### config.mk
export PLATFORM = sky130hd
export DESIGN_NAME = pingpong_frame_scheduler_flat
export DESIGN_NICKNAME = d
export VERILOG_FILES = /design/src/rtl/pingpong_frame_scheduler_if.sv /design/src/rtl/pingpong_frame_scheduler.sv /design/src/flat_wrapper.sv
export SDC_FILE = /design/constraint.sdc
export NUM_CORES = 1
export LEC_CHECK = 0
export ABC_CLOCK_PERIOD_IN_PS = 7400
export CAP_MARGIN = 20
export CORE_UTILIZATION = 40
export CTS_CLUSTER_SIZE = 10
export DETAILED_ROUTE_END_ITERATION = 6
export HOLD_SLACK_MARGIN = 0.08
export PLACE_DENSITY = 0.66
export SLEW_MARGIN = 30
export SYNTH_ARGS = -nofsm -noshare
export SYNTH_HDL_FRONTEND = slang
export SYNTH_SLANG_ARGS = --single-unit
### constraint.sdc
create_clock -name clk -period 7.4 [get_ports clk]
set_input_delay 0.74 -clock clk [delete_from_list [all_inputs] [get_ports clk]]
set_output_delay 0.74 -clock clk [all_outputs]
set_load 0.05 [all_outputs]
### src/rtl/pingpong_frame_scheduler_if.sv
// pingpong_frame_scheduler_if: host strobe, raster geometry and all control
// outputs of the ping-pong frame scheduler, bundled for port connection.
// master = host/display side, slave = the scheduler itself.
interface pingpong_frame_scheduler_if;
  logic       CSDisplay;
  logic [9:0] AIPOut;
  logic [9:0] HBOut;
  logic [9:0] AILOut;
  logic [9:0] VBOut;
  logic [9:0] PxOut;
  logic [9:0] LineOut;
  logic       IncPx, ResetPx, IncLine, ResetLine;
  logic       WE0, WE1, RE0, RE1;
  logic       IncAddr0, IncAddr1, ResetAddr0, ResetAddr1;
  logic       SelBuf0, SelBuf1, SelBlank;
  logic       SyncHB, SyncVB;
  logic       Buf0Empty, Buf1Empty;
  logic       Overrun;

  modport master (
    output CSDisplay, AIPOut, HBOut, AILOut, VBOut,
    input  PxOut, LineOut, IncPx, ResetPx, IncLine, ResetLine,
    input  WE0, WE1, RE0, RE1, IncAddr0, IncAddr1, ResetAddr0, ResetAddr1,
    input  SelBuf0, SelBuf1, SelBlank, SyncHB, SyncVB,
    input  Buf0Empty, Buf1Empty, Overrun
  );

  modport slave (
    input  CSDisplay, AIPOut, HBOut, AILOut, VBOut,
    output PxOut, LineOut, IncPx, ResetPx, IncLine, ResetLine,
    output WE0, WE1, RE0, RE1, IncAddr0, IncAddr1, ResetAddr0, ResetAddr1,
    output SelBuf0, SelBuf1, SelBlank, SyncHB, SyncVB,
    output Buf0Empty, Buf1Empty, Overrun
  );
endinterface

### src/rtl/pingpong_frame_scheduler.sv
// pingpong_frame_scheduler: raster timing generator plus ping-pong frame
// buffer scheduling. One buffer fills from host writes while the other is
// displayed; the roles swap at a frame boundary once a complete frame is in.
// Optional macro DISP_FRAME_REPEAT_EN: when no new frame is ready at a frame
// boundary, replay the displayed frame instead of showing a blank frame.
module pingpong_frame_scheduler (
  input  logic                      clk,
  input  logic                      reset,
  pingpong_frame_scheduler_if.slave bus
);

  typedef enum logic {FILLING = 1'b0, FULL = 1'b1} fill_state_t;
  typedef enum logic {BLANK = 1'b0, SHOW = 1'b1} disp_state_t;

  logic [9:0]  px_reg, px_next;
  logic [9:0]  line_reg, line_next;
  logic        role_reg, role_next;    // 0: buffer 0 fills, buffer 1 displays
  fill_state_t fill_reg, fill_next;
  disp_state_t disp_reg, disp_next;
  logic [19:0] count_reg, count_next;  // words written into the fill buffer

  logic [10:0] line_len, frame_len;
  logic [19:0] frame_words;
  logic        last_px, last_line, boundary, active;
  logic        write_ok, final_word, swap, show_px, replay;

  // Geometry is sampled live; 11-bit sums avoid overflow of AIP+HB / AIL+VB.
  assign line_len    = {1'b0, bus.AIPOut} + {1'b0, bus.HBOut};
  assign frame_len   = {1'b0, bus.AILOut} + {1'b0, bus.VBOut};
  assign frame_words = {10'd0, bus.AIPOut} * {10'd0, bus.AILOut};

  assign last_px    = ({1'b0, px_reg} + 11'd1) >= line_len;
  assign last_line  = ({1'b0, line_reg} + 11'd1) >= frame_len;
  assign boundary   = last_px && last_line && !reset;
  assign active     = (px_reg < bus.AIPOut) && (line_reg < bus.AILOut);

  // An empty geometry (AIP or AIL zero) has zero words per frame and can
  // therefore never complete a frame.
  assign write_ok   = bus.CSDisplay && (fill_reg == FILLING) && !reset;
  assign final_word = write_ok && (frame_words != 20'd0) &&
                      ((count_reg + 20'd1) == frame_words);
  assign swap       = boundary && (fill_reg == FULL);
  assign show_px    = (disp_reg == SHOW) && active && !reset;

`ifdef DISP_FRAME_REPEAT_EN
  assign replay = boundary && (fill_reg != FULL) && (disp_reg == SHOW);
`else
  assign replay = 1'b0;
`endif

  // State register: raster counters, role bit, fill and display FSMs.
  always_ff @(posedge clk) begin
    if (reset) begin
      px_reg    <= '0;
      line_reg  <= '0;
      role_reg  <= 1'b0;
      fill_reg  <= FILLING;
      disp_reg  <= BLANK;
      count_reg <= '0;
    end else begin
      px_reg    <= px_next;
      line_reg  <= line_next;
      role_reg  <= role_next;
      fill_reg  <= fill_next;
      disp_reg  <= disp_next;
      count_reg <= count_next;
    end
  end

  // Next state: raster advance, fill progress, and the frame-boundary swap.
  always_comb begin
    px_next    = last_px ? 10'd0 : px_reg + 10'd1;
    line_next  = line_reg;
    if (last_px) begin
      line_next = last_line ? 10'd0 : line_reg + 10'd1;
    end
    role_next  = role_reg;
    fill_next  = fill_reg;
    disp_next  = disp_reg;
    count_next = count_reg;
    if (swap) begin
      // A FULL buffer never accepts a write, so a swap never races a write.
      role_next  = ~role_reg;
      fill_next  = FILLING;
      count_next = '0;
      disp_next  = SHOW;
    end else begin
      if (write_ok) begin
        count_next = count_reg + 20'd1;
        if (final_word) begin
          fill_next = FULL;
        end
      end
`ifndef DISP_FRAME_REPEAT_EN
      if (boundary) begin
        disp_next = BLANK;
      end
`endif
    end
  end

  // Outputs: combinational decodes of the registered state, forced to the
  // idle/reset pattern while reset is high.
  always_comb begin
    bus.PxOut      = reset ? 10'd0 : px_reg;
    bus.LineOut    = reset ? 10'd0 : line_reg;
    bus.IncPx      = !reset;
    bus.ResetPx    = reset || last_px;
    bus.IncLine    = !reset && last_px;
    bus.ResetLine  = reset || (last_px && last_line);
    bus.WE0        = write_ok && !role_reg;
    bus.WE1        = write_ok && role_reg;
    bus.RE0        = show_px && role_reg;
    bus.RE1        = show_px && !role_reg;
    bus.IncAddr0   = (write_ok && !role_reg) || (show_px && role_reg);
    bus.IncAddr1   = (write_ok && role_reg) || (show_px && !role_reg);
    bus.ResetAddr0 = reset || swap || (replay && role_reg);
    bus.ResetAddr1 = reset || swap || (replay && !role_reg);
    bus.SelBuf0    = show_px && role_reg;
    bus.SelBuf1    = show_px && !role_reg;
    bus.SelBlank   = !show_px;
    bus.SyncHB     = reset ? (bus.AIPOut == 10'd0) : (px_reg >= bus.AIPOut);
    bus.SyncVB     = reset ? (bus.AILOut == 10'd0) : (line_reg >= bus.AILOut);
    bus.Buf0Empty  = reset || (role_reg ? (disp_reg == BLANK) : (fill_reg == FILLING));
    bus.Buf1Empty  = reset || (role_reg ? (fill_reg == FILLING) : (disp_reg == BLANK));
    bus.Overrun    = bus.CSDisplay && (fill_reg == FULL) && !reset;
  end

endmodule

### src/flat_wrapper.sv
// flat-port wrapper written by rule: the top's interface ports become plain ports
module pingpong_frame_scheduler_flat 
  (clk, reset, bus_CSDisplay, bus_AIPOut, bus_HBOut, bus_AILOut, bus_VBOut, bus_PxOut, bus_LineOut, bus_IncPx, bus_ResetPx, bus_IncLine, bus_ResetLine, bus_WE0, bus_WE1, bus_RE0, bus_RE1, bus_IncAddr0, bus_IncAddr1, bus_ResetAddr0, bus_ResetAddr1, bus_SelBuf0, bus_SelBuf1, bus_SelBlank, bus_SyncHB, bus_SyncVB, bus_Buf0Empty, bus_Buf1Empty, bus_Overrun);
  pingpong_frame_scheduler_if bus_i ();
  input  logic clk;
  input  logic reset;
  input wire logic [$bits(bus_i.CSDisplay)-1:0] bus_CSDisplay;
  input wire logic [$bits(bus_i.AIPOut)-1:0] bus_AIPOut;
  input wire logic [$bits(bus_i.HBOut)-1:0] bus_HBOut;
  input wire logic [$bits(bus_i.AILOut)-1:0] bus_AILOut;
  input wire logic [$bits(bus_i.VBOut)-1:0] bus_VBOut;
  output wire logic [$bits(bus_i.PxOut)-1:0] bus_PxOut;
  output wire logic [$bits(bus_i.LineOut)-1:0] bus_LineOut;
  output wire logic [$bits(bus_i.IncPx)-1:0] bus_IncPx;
  output wire logic [$bits(bus_i.ResetPx)-1:0] bus_ResetPx;
  output wire logic [$bits(bus_i.IncLine)-1:0] bus_IncLine;
  output wire logic [$bits(bus_i.ResetLine)-1:0] bus_ResetLine;
  output wire logic [$bits(bus_i.WE0)-1:0] bus_WE0;
  output wire logic [$bits(bus_i.WE1)-1:0] bus_WE1;
  output wire logic [$bits(bus_i.RE0)-1:0] bus_RE0;
  output wire logic [$bits(bus_i.RE1)-1:0] bus_RE1;
  output wire logic [$bits(bus_i.IncAddr0)-1:0] bus_IncAddr0;
  output wire logic [$bits(bus_i.IncAddr1)-1:0] bus_IncAddr1;
  output wire logic [$bits(bus_i.ResetAddr0)-1:0] bus_ResetAddr0;
  output wire logic [$bits(bus_i.ResetAddr1)-1:0] bus_ResetAddr1;
  output wire logic [$bits(bus_i.SelBuf0)-1:0] bus_SelBuf0;
  output wire logic [$bits(bus_i.SelBuf1)-1:0] bus_SelBuf1;
  output wire logic [$bits(bus_i.SelBlank)-1:0] bus_SelBlank;
  output wire logic [$bits(bus_i.SyncHB)-1:0] bus_SyncHB;
  output wire logic [$bits(bus_i.SyncVB)-1:0] bus_SyncVB;
  output wire logic [$bits(bus_i.Buf0Empty)-1:0] bus_Buf0Empty;
  output wire logic [$bits(bus_i.Buf1Empty)-1:0] bus_Buf1Empty;
  output wire logic [$bits(bus_i.Overrun)-1:0] bus_Overrun;
  assign bus_i.CSDisplay = bus_CSDisplay;
  assign bus_i.AIPOut = bus_AIPOut;
  assign bus_i.HBOut = bus_HBOut;
  assign bus_i.AILOut = bus_AILOut;
  assign bus_i.VBOut = bus_VBOut;
  assign bus_PxOut = bus_i.PxOut;
  assign bus_LineOut = bus_i.LineOut;
  assign bus_IncPx = bus_i.IncPx;
  assign bus_ResetPx = bus_i.ResetPx;
  assign bus_IncLine = bus_i.IncLine;
  assign bus_ResetLine = bus_i.ResetLine;
  assign bus_WE0 = bus_i.WE0;
  assign bus_WE1 = bus_i.WE1;
  assign bus_RE0 = bus_i.RE0;
  assign bus_RE1 = bus_i.RE1;
  assign bus_IncAddr0 = bus_i.IncAddr0;
  assign bus_IncAddr1 = bus_i.IncAddr1;
  assign bus_ResetAddr0 = bus_i.ResetAddr0;
  assign bus_ResetAddr1 = bus_i.ResetAddr1;
  assign bus_SelBuf0 = bus_i.SelBuf0;
  assign bus_SelBuf1 = bus_i.SelBuf1;
  assign bus_SelBlank = bus_i.SelBlank;
  assign bus_SyncHB = bus_i.SyncHB;
  assign bus_SyncVB = bus_i.SyncVB;
  assign bus_Buf0Empty = bus_i.Buf0Empty;
  assign bus_Buf1Empty = bus_i.Buf1Empty;
  assign bus_Overrun = bus_i.Overrun;
  pingpong_frame_scheduler u_core (.clk(clk), .reset(reset), .bus(bus_i));
endmodule
==> deck_impl_summary.md <==
Physical Implementation Snapshot

Pwr
  • Logic pwr share: 0.752
  • Clock power share: 0.133
  • Sequential power: 0.237 mW
  • Leakage: 4.20 nW
  • Int Pwr: 1.12 mW
  • Power density cells: 228 mW/mm2
  • Main power group: combinational logic
  • Maximum VDD drop: 0.000219 V
  • Sequential power share: 0.115
  • P_comb: 1.55 mW
  • NetSw: 0.943 mW
  • Total Power: 2.06 mW

Final layout
  • N_diodes: 0
  • Final net count: 1228
  • Logic share of the area: 0.702
  • Area growth from synthesis to layout: 16.9%
  • Non-clk buf share: 0.107
  • Fin cells: 1262
  • Filler cells: 1820
  • Final instance area: 0.00904 mm2
  • Flops: 43
  • Logic area: 0.00635 mm2
  • Layout buffer count excluding clock buffers: 102
  • Commonest Layout Cell: ha_1
  • Non-Clock Inverter Count: 96
  • Max FFs per register: 20
  • MI comb cells: 753
  • Layout cells sized above 1: 0.0529

Global routing
  • Initial antenna violation count: 0
  • Met3 usage: 0.0292
  • Vias in the first global route: 6508
  • Routing usage on met1: 0.283
  • Overflow after GRT: 0
  • Met2 GRT Util: 0.349
  • First-pass GRT wire length: 32.8 mm

Floorplanning
  • Tap cell count: 260
  • Num ports: 83
  • DIE WIDTH: 141 um
  • Pre-Place Util: 0.411
  • Die Y: 141 um
  • Core area: 0.0188 mm2

Synth
  • Ys Warns: 0
  • Most frequent cell after synthesis: ha_1
  • Mux area share: 0.00275
  • Adder share: 0.360
  • Top cells, area: ha_1, fa_1, dfxtp_1
  • Top-area cell share: 0.194
  • Post-synth EDFFs: 0
  • List of most frequent post-synthesis cells: ha_1, nand2_1, inv_1
  • Post-Syn Instances: 930
  • Sequential share of the synthesized area: 0.111
  • XOR Share, Synth: 0.116
  • Top non-seq family: adder cells
  • # Cells Yosys: 930
  • Post-synth cell types: 67
  • Post-Syn Area per Cell: 8.32 um2
  • Mapped Area: 0.00774 mm2
  • Chip area line of the yosys report: 0.00774 mm2
  • Yosys reg bits: 43
  • Complex Gates by Area: 0.134
  • Mapped Nets: 1157
  • Post-synth top area cell: ha_1

Timing
  • Final Critical Period: 6620 ps
  • Final Max Slew Viols: 0
  • Worst hold slack: 515 ps
  • Setup_tns: 0 ps
  • Worst Slack Setup Final: 777 ps
  • Fin. Hold Viols: 0
  • # setup viols final: 0
  • RSZ-0062 raised after global routing: false
  • Post-layout period usage: 0.895
  • Worst-margin pin slew: 722 ps
  • FMAX: 151 MHz

Clock network
  • Longest Clk Path Bufs: 2
  • Clk pin slew, worst setup/hold paths: 70 ps
  • Hold Buf Count CTS: 0
  • Skew-Pair Late Insertion Delay: 300 ps
  • CTS tree: built

Placed design
  • Placed wire-length estimate: 16.7 mm
  • # placed instances: 1254
  • Pre-CTS WS: 617 ps
  • PortBufs: 82
  • GPL Wtd Cong: 0.926

Route
  • DR top layer: met4
  • Routed wl met3: 1.16 mm
  • First drt pass iteration count: 5
  • Post-DRT Antenna Nets: 0
  • Met2 Wirelength: 9.21 mm
  • Met1 wire length: 9.24 mm
  • DR iter-0 viols: 313
  • DRC violations left: 0
  • Vias per cell: 5.17

Min path
  • Hold Path End: u_core.px_reg[0]
  • Hold crit path type: flip-flop to flip-flop
  • Hold Path Origin: u_core.px_reg[0]
  • Worst hold path cell count: 1

Setup path
  • Worst-path fanout max: 12
  • Critical Path Start Type: primary input
  • R2R setup slack: 3600 ps
  • Crit path largest cell delay: 730 ps
  • Arr. time, crit path: 5880 ps
  • Critical Path RT: 6660 ps
  • Worst path cell trace: clkdlybuf4s50_1 -> buf_4 -> ha_1 -> fa_1 -> a21o_1 -> a21oi_1 -> o21bai_1 -> a21oi_1 -> nor2b_1 -> o21a_1 -> or3_1 -> nand2_1 -> ha_1 -> a211oi_1 -> nand2_1 -> nor2_1 -> a21oi_1 -> o31a_1 -> nor2_2 -> inv_1 -> clkdlybuf4s50_1
  • R2r worst-path depth: 15
  • Critical-path top delay cell: clkdlybuf4s50_1
  • Crit end category: primary output
  • Reg-to-Reg Start: u_core.px_reg[0]
  • CP endpoint: bus_ResetPx
  • Critical Path Stages: 21
  • Reg-to-reg endpoint: u_core.fill_reg
  • Crit. Startpoint: bus_AIPOut[0]

Run status
  • Status: finished, final reports clean

Flow run
  • OpenROAD warning count: 26
  • Max Cap Viol: 0
**Placed cells, one color a class**

Fill, decap, tap and diode cells in gray.
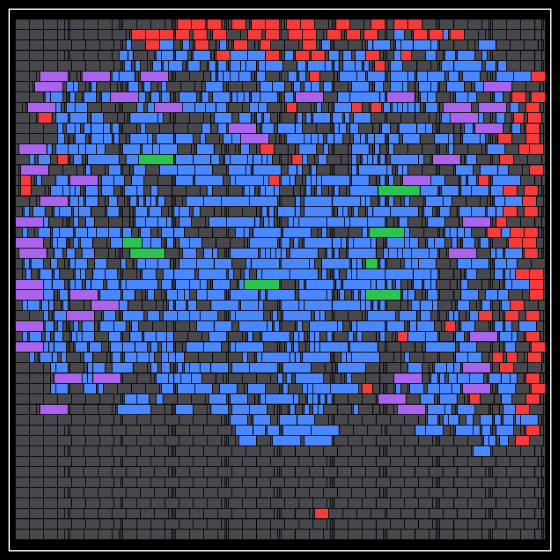
Key: green = clock drivers and dummy loads [cells 8, share of their area 2.0%]; blue = all other logic [cells 849, share of their area 77%]; purple = flops [cells 43, share of their area 9.9%]; red = other buffers and delay cells [cells 102, share of their area 11%]

**Routed metal, one color a layer**

Bar = 50 um. Two of the layers only.
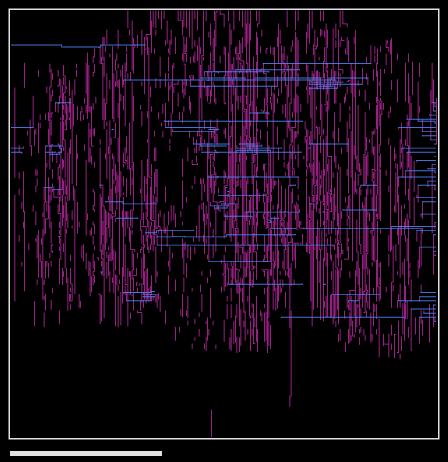
Key: blue = met3 [wire length 1160 um]; magenta = met2 [wire length 9210 um]
Vias: 6525
gr usage total: 0.208
final wirelength: 19.8 mm
wire length per cell: 15.7 um

**Clock network drawn from the DEF**

Bar = 50 um.
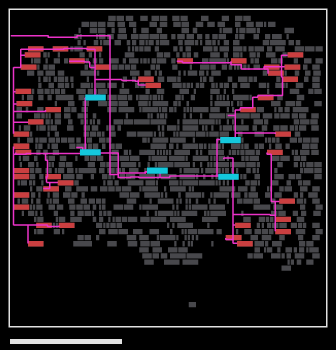
Key: cyan = cells driving clock nets [count 5]; magenta = clock wires [length 793 um]; red = flip-flops [count 43]
There are 6 routed clock nets.

**Clock nets**

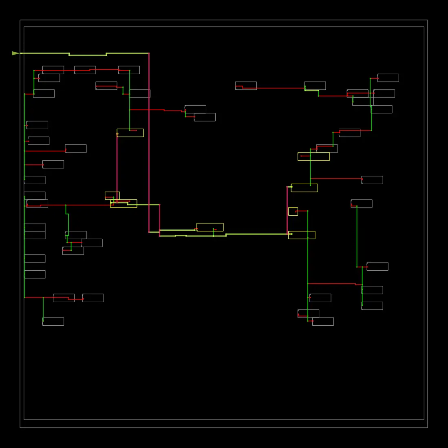
clock skew: 6.69 ps
Clock Power: 0.275 mW
cts bufs inserted: 5
Layout clock buffers: 6

No activity file was given, so power comes from the tool's default toggle rates.
